<file path="src/rtl/mac_seq.sv">
// mac_seq: operand sequencer for a two-stage MAC, one dot product per vec_len pairs.
// Define MAC_SEQ_PROD_EN to add prod_mode (running product of in_a).
`ifndef DATA_WIDTH
`define DATA_WIDTH 8
`endif
module mac_seq #(
  parameter int LEN_W = 8
) (
  input  logic                   clk,
  input  logic                   rst,
  input  logic                   in_valid,
  output logic                   in_ready,
  input  logic [`DATA_WIDTH-1:0] in_a,
  input  logic [`DATA_WIDTH-1:0] in_b,
  input  logic [LEN_W-1:0]       vec_len,
`ifdef MAC_SEQ_PROD_EN
  input  logic                   prod_mode,
`endif
  output logic [`DATA_WIDTH-1:0] data_0,
  output logic [`DATA_WIDTH-1:0] data_1,
  output logic                   mulsel,
  output logic                   addsel,
  input  logic [`DATA_WIDTH-1:0] mac_in,
  output logic [`DATA_WIDTH-1:0] res_data,
  output logic                   res_valid,
  input  logic                   res_ready
);
  localparam int DW = `DATA_WIDTH;
  logic [LEN_W-1:0] cnt, len_q, len_cur;
  logic first, last, take;
  logic v0, f0, l0, v1, f1, l1, v2, l2;
  logic [DW-1:0] nxt_0, nxt_1;
  logic nxt_m;
  always_comb begin
    first = cnt == '0;
    len_cur = first ? (vec_len == '0 ? LEN_W'(1) : vec_len) : len_q;
    last = cnt + LEN_W'(1) == len_cur;
    // only one vector end may be in flight or held at a time
    in_ready = !rst && !(last && (res_valid || l0 || l1 || l2));
    take = in_valid && in_ready;
  end
`ifdef MAC_SEQ_PROD_EN
  logic mode_q, mode_cur, p0, p1;
  always_comb begin
    mode_cur = first ? prod_mode : mode_q;
    nxt_0 = take ? in_a : (mode_q ? DW'(1) : '0);
    nxt_1 = take ? (mode_cur && first ? DW'(1) : in_b) : '0;
    nxt_m = take ? mode_cur && !first : mode_q;
    addsel = !rst && !p1 && !(v1 && f1);
  end
  always_ff @(posedge clk) begin
    if (rst) begin
      mode_q <= 1'b0;
      p0 <= 1'b0;
      p1 <= 1'b0;
    end else begin
      if (take && first) mode_q <= prod_mode;
      p0 <= take ? mode_cur : mode_q;
      p1 <= p0;
    end
  end
`else
  always_comb begin
    nxt_0 = take ? in_a : '0;
    nxt_1 = take ? in_b : '0;
    nxt_m = 1'b0;
    addsel = !rst && !(v1 && f1);
  end
`endif
  always_ff @(posedge clk) begin
    if (rst) begin
      data_0 <= '0;
      data_1 <= '0;
      mulsel <= 1'b0;
      cnt <= '0;
      len_q <= '0;
      {v0, f0, l0, v1, f1, l1, v2, l2} <= '0;
      res_data <= '0;
      res_valid <= 1'b0;
    end else begin
      data_0 <= nxt_0;
      data_1 <= nxt_1;
      mulsel <= nxt_m;
      {v0, f0, l0} <= {take, take && first, take && last};
      {v1, f1, l1} <= {v0, f0, l0};
      {v2, l2} <= {v1, l1};
      if (take) cnt <= last ? '0 : cnt + LEN_W'(1);
      if (take && first) len_q <= len_cur;
      if (v2 && l2) begin
        res_data <= mac_in;
        res_valid <= 1'b1;
      end else if (res_ready) res_valid <= 1'b0;
    end
  end
endmodule

</file>
<file path="config.mk">
export PLATFORM = sky130hd
export DESIGN_NAME = mac_seq
export DESIGN_NICKNAME = d
export VERILOG_FILES = /design/src/rtl/mac_seq.sv
export SDC_FILE = /design/constraint.sdc
export NUM_CORES = 1
export LEC_CHECK = 0
export ABC_AREA = 1
export CORE_MARGIN = 2
export CORE_UTILIZATION = 36
export CTS_CLUSTER_DIAMETER = 60
export DETAILED_ROUTE_END_ITERATION = 6
export GPL_TIMING_DRIVEN = 0
export PLACE_DENSITY = 0.68
export REMOVE_ABC_BUFFERS = 1
export SETUP_SLACK_MARGIN = 0.4
export SYNTH_ARGS = -nofsm -noshare
export SYNTH_HDL_FRONTEND = slang
export SYNTH_SLANG_ARGS = --single-unit
</file>
<file path="constraint.sdc">
create_clock -name clk -period 3.25 [get_ports clk]
set_input_delay 0.65 -clock clk [delete_from_list [all_inputs] [get_ports clk]]
set_output_delay 0.65 -clock clk [all_outputs]
set_load 0.01 [all_outputs]
</file>
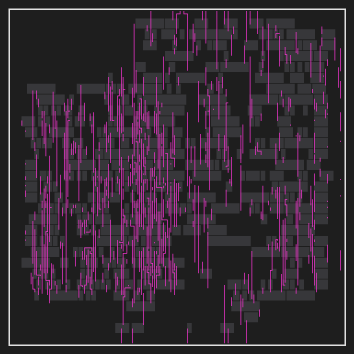
layer_met2.png
Scale: 4 px per um. Cells faint in the background.
main direction: vertical
wire length on this layer: 2390 um

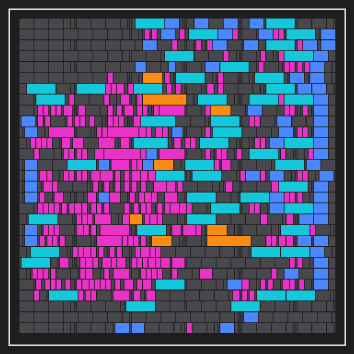
placement_by_type.png
Scale: 4 px per um. Fill, decap, tap and diode cells in grey.
legend:
  cyan:
    class: sequential cells
    cells: 49
  blue:
    class: remaining buffers and delay cells
    cells: 68
  magenta:
    class: combinational and other logic
    cells: 279
  orange:
    class: clock drivers and dummy loads
    cells: 8
Util after Layout: 51.3%
Core Region: 6240 um^2
Core Rows: 29
Seq/total area: 30.9%

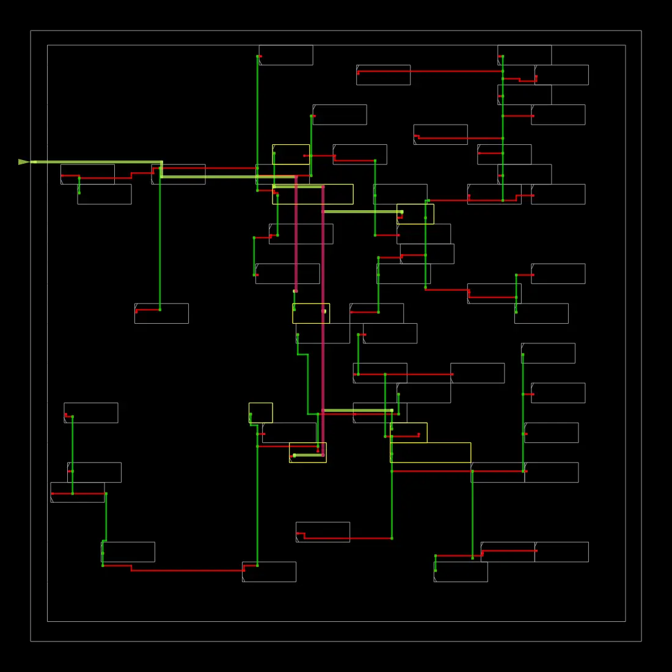
clocks.png
Inserted Clock Buffers: 5
Num Clock Sinks: 49
clock buffer count in the final layout: 5
sequential cell count: 49
final clock skew: 3.02 ps

==> reports/results.tsv <==
stage	metric	value	unit
outcome	status	complete, no violations	
synth	Post-Syn Area	2280	um^2
setup_path	start of the worst register-to-register path	cnt[0]	
pwr	Psw	331	uW
global_routing	GR Util met2	26.7	%
synth	post-synthesis mux area share	0	%
final_timing	unrepaired setup endpoints after global routing	false	
hold_path	source of the worst hold timing path	f0	
placement	DPL Wire Length	3.55	mm
synth	top-count cell post-synth	nand2_1	
setup_path	worst r2r dst	cnt[0]	
detailed_routing	wire length on met3	348	um
finish	design area	3200	um^2
setup_path	Critical Path Source	rst	
synth	most used flip-flop cell	dfxtp_1	
pwr	total power	1360	uW
final_timing	worst hold margin	408	ps
floorplan	IO Pins	64	
detailed_routing	wire per inst	10.7	um
synth	async set-reset flop share out of synthesis	0	%
detailed_routing	uppermost layer routed	met4	
finish	invs w/o clock	63	
clock_tree	CTS root buf	clkbuf_8	
finish	Combinational Gates	216	
synth	yosys cell count	336	
synth	Synth Area in Simple Gates	36.8	%
placement	DP Area	2940	um^2
pwr	Top power group	registers	
finish	share of cells above drive strength 1	12.4	%
global_routing	total track usage	15.5	%
pwr	Switching Fraction	24.3	%
finish	Non-Filler Instances	481	
setup_path	Worst setup EP type	output port	
detailed_routing	Post-DRT Antenna Nets	0	
floorplan	die width	83.6	um
synth	share of the yosys chip area belonging to registers	43.0	%
synth	Ys Warns	0	
finish	area grow syn2layout	40.4	%
detailed_routing	Pre-Repair DR Iteration Count	4	
clock_tree	Resized cells post-CTS	22	
synth	Max-area cell share	43.0	%
final_timing	Hold Violations, Final	0	
job	total tool warning count	26	
pwr	Int Pwr	1030	uW
clock_tree	Post-CTS Setup Bufs	5	
detailed_routing	Vias per Instance	4.51	
synth	Dominant comb cell	simple AND/OR/NAND/NOR gates	
setup_path	Setup crit end	in_ready	
pwr	VDD IR-drop max	239	uV
job	max-cap violations	0	
hold_path	Hold EP	f1	
finish	Filler Cells Inserted	626	
pwr	Power Clock	526	uW
clock_tree	Hold-fix buffers, CTS	0	
placement	Final Wtd Congestion	0.880	
global_routing	Overflow after GRT	0	
placement	worst slack at placement	-683	ps
hold_path	Tightest Hold Check Type	reg2reg	
finish	fraction of area in multi-input gates	33.9	%
setup_path	cell chain of the critical path	dlygate4sd2_1 -> clkinv_4 -> nand2_1 -> inv_1 -> buf_2	
synth	Unique masters post-synth	32	
setup_path	Crit path max-delay family	buffers and inverters	
setup_path	WP buf/inv	4	
finish	Clock-cell share	4.30	%
floorplan	die height	83.6	um
detailed_routing	routed via count	2170	
synth	Syn Inst Count	336	
finish	diode count	0	
floorplan	Tap Count	77	
setup_path	Worst R2R Setup Slack	1020	ps
setup_path	r2r worst-path depth	16	
finish	Layout non-clock buf frac	20.3	%
finish	Flop area	988	um^2
synth	syn avg cell area	6.79	um^2
detailed_routing	M1 WL	2.32	mm
setup_path	WP data arrival	2060	ps
floorplan	die area	6990	um^2
final_timing	worst-margin pin slew	730	ps
clock_tree	Worst-Skew Late Latency	300	ps
clock_tree	Max clock buf depth	2	
detailed_routing	Iteration-0 DRC Markers	54	
synth	aoi share	5.70	%
final_timing	post-route setup TNS	0	ps
synth	Synthesized registers	49	
clock_tree	CTS tree	done	
floorplan	FP Core Util	36.5	%
synth	top cells, area	dfxtp_1, nand2_1, nor2_1, inv_1, nand3_1	
pwr	Combinational Power Share	15.3	%
detailed_routing	Routed WL	5.14	mm
final_timing	fin crit share	83.4	%
global_routing	vias in the first global route	2086	
setup_path	Critical Path Max Stage Delay	670	ps
setup_path	CP max stage cell	dlygate4sd2_1	
setup_path	Crit Path Class	in2out	
placement	Post-Place Cells	466	
setup_path	Critical Path Stages	5	
synth	YS chip area	2280	um^2
setup_path	crit path max fanout	27	
pwr	leakage	0.00153	uW
placement	port bufs	62	
detailed_routing	DRC Markers	0	
setup_path	critical path data required time	2600	ps
synth	commonest cells in the netlist	nand2_1, nor2_1, inv_1	
synth	EDFF count, synth	0	
finish	bufs w/o clock	68	
finish	Comb gate area	1090	um^2
finish	most instantiated logic cells after routing	nand2_1, nor2_1, inv_1	
global_routing	largest net degree at the start of global routing	28	
finish	Largest cell class	multi-input combinational cells	
final_timing	fmax	369	MHz
finish	nets	441	
pwr	power share of the clock group	38.6	%
synth	leading area contributor after synthesis	dfxtp_1	
synth	Adder Share, Synth	1.10	%
global_routing	grt met1 use	18.7	%
final_timing	final setup fails	0	
setup_path	crit start category	input pin	
global_routing	first-pass GRT wire length	9.02	mm
global_routing	Most Crowded Layer GR	met2	
finish	Commonest Layout Cell	nand2_1	
final_timing	Slew headroom	51.4	%
hold_path	Worst Hold Depth	2	
final_timing	Final WS setup	540	ps
global_routing	met3 usage	3.86	%
Power figures rest on the tool's default switching activity, not on a simulated workload.
